**config.mk**
```make
export PLATFORM = sky130hd
export DESIGN_NAME = gpu_console_writer
export DESIGN_NICKNAME = d
export VERILOG_FILES = /design/src/rtl/gpu_console_writer.sv
export SDC_FILE = /design/constraint.sdc
export NUM_CORES = 1
export LEC_CHECK = 0
export CAP_MARGIN = 5
export CORE_UTILIZATION = 35
export DETAILED_ROUTE_END_ITERATION = 7
export HOLD_SLACK_MARGIN = 0.06
export PLACE_DENSITY = 0.75
export SLEW_MARGIN = 20
export SYNTH_ARGS = -nofsm -noshare
export SYNTH_HDL_FRONTEND = slang
export SYNTH_SLANG_ARGS = --single-unit
```
**constraint.sdc**
```tcl
create_clock -name procClock -period 2.6 [get_ports procClock]
set_input_delay 0.65 -clock procClock [delete_from_list [all_inputs] [get_ports procClock]]
set_output_delay 0.65 -clock procClock [all_outputs]
set_load 0.05 [all_outputs]
```
**src/rtl/gpu_console_writer.sv**
```systemverilog
// Console writer: turns an ASCII byte stream into 64-bit cell writes to the GPU framebuffer,
// tracks a 40x30 cursor, and kicks/polls the GPU external->internal copy.
module gpu_console_writer #(
  parameter logic [7:0]  GPU_ADDRESS  = 8'h02,
  parameter logic [10:0] CHAR_BASE    = 11'd4,
  parameter int unsigned COLS         = 40,
  parameter int unsigned ROWS         = 30,
  parameter logic [63:0] CONTROL_WORD = 64'h0
) (
  input  logic        procClock,
  input  logic        resetN,
  input  logic [7:0]  charData,
  input  logic [11:0] charColour,
  input  logic        charValid,
  output logic        charReady,
  input  logic        presentReq,
  output logic        presentDone,
  input  logic        busGrant,
  output logic [63:0] busAddress,
  output logic [63:0] busDataOut,
  input  logic [63:0] busDataIn,
  output logic        busWrite,
  output logic        busRead,
  output logic [5:0]  cursorCol,
  output logic [4:0]  cursorRow
);

  localparam logic [2:0] StIdle   = 3'd0;
  localparam logic [2:0] StPut    = 3'd1;
  localparam logic [2:0] StClrRow = 3'd2;
  localparam logic [2:0] StClrAll = 3'd3;
  localparam logic [2:0] StPWrite = 3'd4;
  localparam logic [2:0] StPPoll  = 3'd5;

  localparam logic [63:0] Blank = 64'h20;

  logic [2:0]  state_q, state_d;
  logic [5:0]  col_q, col_d;
  logic [4:0]  row_q, row_d;
  logic [10:0] cnt_q, cnt_d;
  logic [63:0] addr_q, addr_d;
  logic [63:0] data_q, data_d;
  logic        done_q, done_d;
  logic        live_q;
  logic [4:0]  row_inc;

  function automatic logic [10:0] cell_off(logic [4:0] r, logic [5:0] c);
    return CHAR_BASE + 11'(r) * 11'(COLS) + 11'(c);
  endfunction

  function automatic logic [63:0] bus_addr(logic [10:0] off);
    return {GPU_ADDRESS, 45'b0, off};
  endfunction

  assign row_inc = (row_q == 5'(ROWS - 1)) ? 5'd0 : row_q + 5'd1;

  always_comb begin
    state_d = state_q;
    col_d   = col_q;
    row_d   = row_q;
    cnt_d   = cnt_q;
    addr_d  = addr_q;
    data_d  = data_q;
    done_d  = 1'b0;
    unique case (state_q)
      StIdle: begin
        if (live_q) begin
          if (presentReq) begin
            state_d = StPWrite;
            addr_d  = bus_addr(11'd0);
            data_d  = CONTROL_WORD | 64'h1;
          end else if (charValid) begin
            if (charData >= 8'h20 && charData <= 8'h7E) begin
              state_d = StPut;
              addr_d  = bus_addr(cell_off(row_q, col_q));
              data_d  = {44'b0, charColour, charData};
            end else if (charData == 8'h0A) begin
              state_d = StClrRow;
              col_d   = '0;
              row_d   = row_inc;
              cnt_d   = '0;
              addr_d  = bus_addr(cell_off(row_inc, 6'd0));
              data_d  = Blank;
            end else if (charData == 8'h0D) begin
              col_d = '0;
            end else if (charData == 8'h0C) begin
              state_d = StClrAll;
              col_d   = '0;
              row_d   = '0;
              cnt_d   = '0;
              addr_d  = bus_addr(CHAR_BASE);
              data_d  = Blank;
            end
          end
        end
      end
      StPut: begin
        if (busGrant) begin
          if (col_q == 6'(COLS - 1)) begin
            state_d = StClrRow;
            col_d   = '0;
            row_d   = row_inc;
            cnt_d   = '0;
            addr_d  = bus_addr(cell_off(row_inc, 6'd0));
            data_d  = Blank;
          end else begin
            state_d = StIdle;
            col_d   = col_q + 6'd1;
          end
        end
      end
      StClrRow, StClrAll: begin
        if (busGrant) begin
          cnt_d  = cnt_q + 11'd1;
          addr_d = bus_addr(addr_q[10:0] + 11'd1);
          if ((state_q == StClrRow && cnt_q == 11'(COLS - 1)) ||
              (state_q == StClrAll && cnt_q == 11'(COLS * ROWS - 1))) begin
            state_d = StIdle;
          end
        end
      end
      StPWrite: begin
        if (busGrant) state_d = StPPoll;
      end
      StPPoll: begin
        if (busGrant && !busDataIn[0]) begin
          done_d  = 1'b1;
          state_d = StIdle;
        end
      end
      default: state_d = StIdle;
    endcase
  end

  always_ff @(posedge procClock or negedge resetN) begin
    if (!resetN) begin
      state_q <= StIdle;
      col_q   <= '0;
      row_q   <= '0;
      cnt_q   <= '0;
      addr_q  <= '0;
      data_q  <= '0;
      done_q  <= 1'b0;
      live_q  <= 1'b0;
    end else begin
      state_q <= state_d;
      col_q   <= col_d;
      row_q   <= row_d;
      cnt_q   <= cnt_d;
      addr_q  <= addr_d;
      data_q  <= data_d;
      done_q  <= done_d;
      live_q  <= 1'b1;
    end
  end

  // live_q keeps charReady low through the first cycle after reset release.
  assign charReady   = live_q && (state_q == StIdle) && !presentReq;
  assign busWrite    = busGrant && (state_q == StPut || state_q == StClrRow ||
                                    state_q == StClrAll || state_q == StPWrite);
  assign busRead     = busGrant && (state_q == StPPoll);
  assign busAddress  = addr_q;
  assign busDataOut  = data_q;
  assign presentDone = done_q;
  assign cursorCol   = col_q;
  assign cursorRow   = row_q;

endmodule

```
**Run 1: supply network**

(3 px per um) Pins as bars on the die edge.
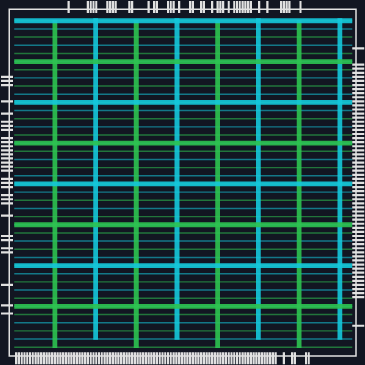
cyan -> VDD
green -> VSS
met4 straps = 8
signal pins = 232
met1 rails = 41
rows = 40
die height: 115 um
Worst VDD drop: 0.000513 V
core area: 12300 um2
die width: 115 um

**Run 1: wiring by layer**

(3 px per um) Two of the layers only.
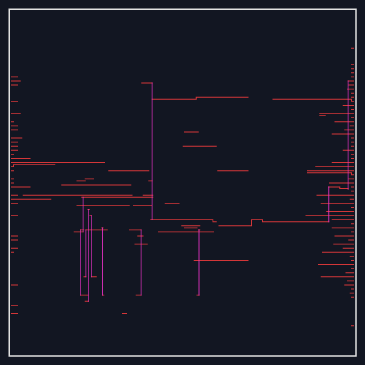
red -> metal 3  # wire length 736 um
magenta -> metal 4  # wire length 259 um
vias: 3987
Routed WL: 11.3 mm
GRT Total Usage: 0.174
wire length per cell: 14.0 um

==> reports/results.tsv, run 1 <==
metric	value	unit
Top delay family on crit path	adder cells	
Complex Gates by Area	0.195	
Pre-antenna DRT Iters	4	
RSZ-0062 raised after global routing	yes	
outcome	finished with violations	
LEAKAGE	2.66	nW
nets	749	
drt first-iter violations	308	
xor/xnor share	0.0293	
Final period util	1.00	
post-route minimum period	2.60	ns
# DRC	0	
Synth Warn #	0	
GP Congestion	0.894	
failing checks	negative setup slack	
met3 wire len	735	um
Resized Gates After CTS	19	
pin count of the biggest net entering global routing	39	
Power Total	0.00592	W
Sw Share	0.472	
max reg flops	20	
FP Core Util	0.365	
worst setup margin	-0.00143	ns
crit path launch type	flop	
Cell Chain, Critical Path	buf_4 > ha_1 > ha_2 > fa_2 > nand2_4 > nor2_4 > o21ai_2 > xnor2_2 > a22oi_1 > o221ai_1	
# setup viols final	1	
hold crit path type	input pin to async pin	
**Run 1: cell classes on the final placement**

(2 px per um) Fill, decap, tap and diode cells in grey.
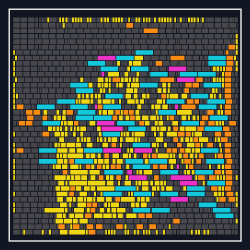
magenta -> clock drivers and dummy loads  # cells 16
yellow -> combinational and other logic  # cells 445
orange -> remaining buffers and delay cells  # cells 122
cyan -> sequential cells  # cells 59
Seq area share: 0.251
cell row count: 40
Util after Layout: 0.482
design area: 5910 um2

## run 1: cells in the mapped netlist, types with 8 or more instances
master,count,share of area
a21oi_1,8,0.0089
buf_4,96,0.16
clkbuf_1,14,0.012
dfrtp_1,59,0.33
ha_1,20,0.056
inv_1,11,0.0092
nand2_1,55,0.046
nand2b_1,8,0.011
nand3_1,20,0.022
nor2_1,36,0.030
nor3_1,10,0.011
o21ai_0,58,0.065
o31ai_1,9,0.015
xnor2_1,11,0.022
## run 1: metal layers
layer	global-route usage	up-vias
met5	0	-
met4	0.0762	0
met3	0.0416	24
met2	0.286	162
met1	0.217	1906
li1	-	1895
==> run 1 -> run 2 <==
- PLACE_DENSITY: 0.75 -> 0.72
- clock period: 2.6 -> 3 ns (I/O delays scaled with it)
**Run 2: supply network**

(3 px per um) Pins as bars on the die edge.
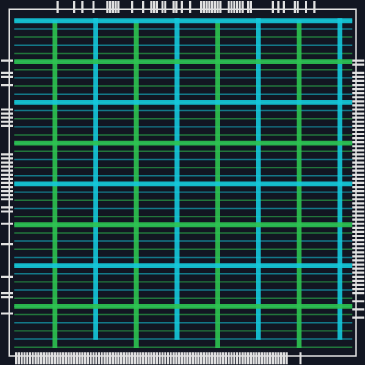
green -> VSS
cyan -> VDD
signal pins = 232
met1 rails = 41
met5 straps = 8
rows = 40
Worst VDD drop: 0.000376 V

**Run 2: wiring by layer**

(3 px per um) Two of the layers only.
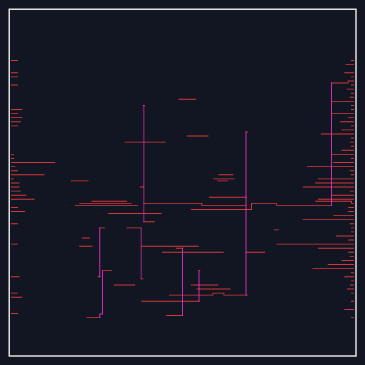
magenta -> metal 4  # wire length 217 um
red -> metal 3  # wire length 741 um
vias: 3858
Routed WL: 10.8 mm
GRT Total Usage: 0.171
wire length per cell: 13.6 um

**Run 2: cell classes on the final placement**

(2 px per um) Fill, decap, tap and diode cells in grey.
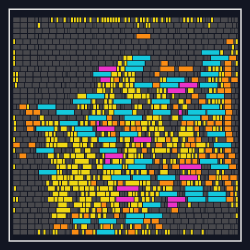
yellow -> combinational and other logic  # cells 445
cyan -> sequential cells  # cells 59
orange -> remaining buffers and delay cells  # cells 112
magenta -> clock drivers and dummy loads  # cells 16
Seq area share: 0.262
design area: 5650 um2

==> reports/results.tsv, run 2 <==
metric	value	unit	change
outcome	completed		was finished with violations
worst setup margin	0.114	ns	was -0.00143 ns
Power Total	0.00499	W	was 0.00592 W
leading area contributor after synthesis	dfrtp_1		unchanged
Final period util	0.962		
GR peak layer	met2		unchanged
post-route minimum period	2.89	ns	
nets	739		was 749
xor/xnor share	0.0293		unchanged
share of the synthesized area in the top cell type	0.330		unchanged
GP Congestion	0.866		was 0.894
top cells, area	dfrtp_1, buf_4, o21ai_0		unchanged
pin count of the biggest net entering global routing	33		was 39
core area	12300	um2	unchanged
LEAKAGE	2.57	nW	was 2.66 nW
M3 GR Usage	0.0401		was 0.0416
FP Core Util	0.365		unchanged
RSZ-0062 raised after global routing	no		was yes
max reg flops	20		unchanged
Synth top cell by count	buf_4		unchanged
Cell Chain, Critical Path	clkdlybuf4s50_1 > or4b_4 > nor4_4 > nand3_1 > a21o_1 > or2_0 > buf_4 > o31ai_1		was buf_4 > ha_1 > ha_2 > fa_2 > nand2_4 > nor2_4 > o21ai_2 > xnor2_2 > a22oi_1 > o221ai_1
die width	115	um	unchanged
Top delay family on crit path	simple AND/OR/NAND/NOR gates		was adder cells
Util after Layout	0.461		was 0.482
## run 2: cell counts after synthesis
Identical to the previous run, type by type.
## run 2: path summary, 6_finish.rpt
kind                             endpoint  slack [ns]           start
hold / removal             busDataOut[10]        0.45          resetN
min in group procClock     busDataOut[19]        0.48  busDataOut[19]
hold reg to reg            busDataOut[19]        0.48  busDataOut[19]
setup reg to reg            busAddress[8]        0.16    cursorRow[1]
setup / recovery                 cnt_q[8]        0.11     charData[7]
max in group asynchronous    cursorRow[0]        1.95          resetN
## run 2: repair_timing
action	4_1_cts	5_1_grt
setup endpoints to repair	0	1
resized	0	1
hold endpoints to repair	0	0
## run 2: where the power goes
part	switching, W	internal [W]	leakage [nW]
logic	0.00174	0.000877	1.63
clock network	0.000367	0.000771	0.159
registers	0.000236	0.00100	0.788
total	0.00234	0.00265	2.57
Power figures rest on the tool's default switching activity, not on a simulated workload.
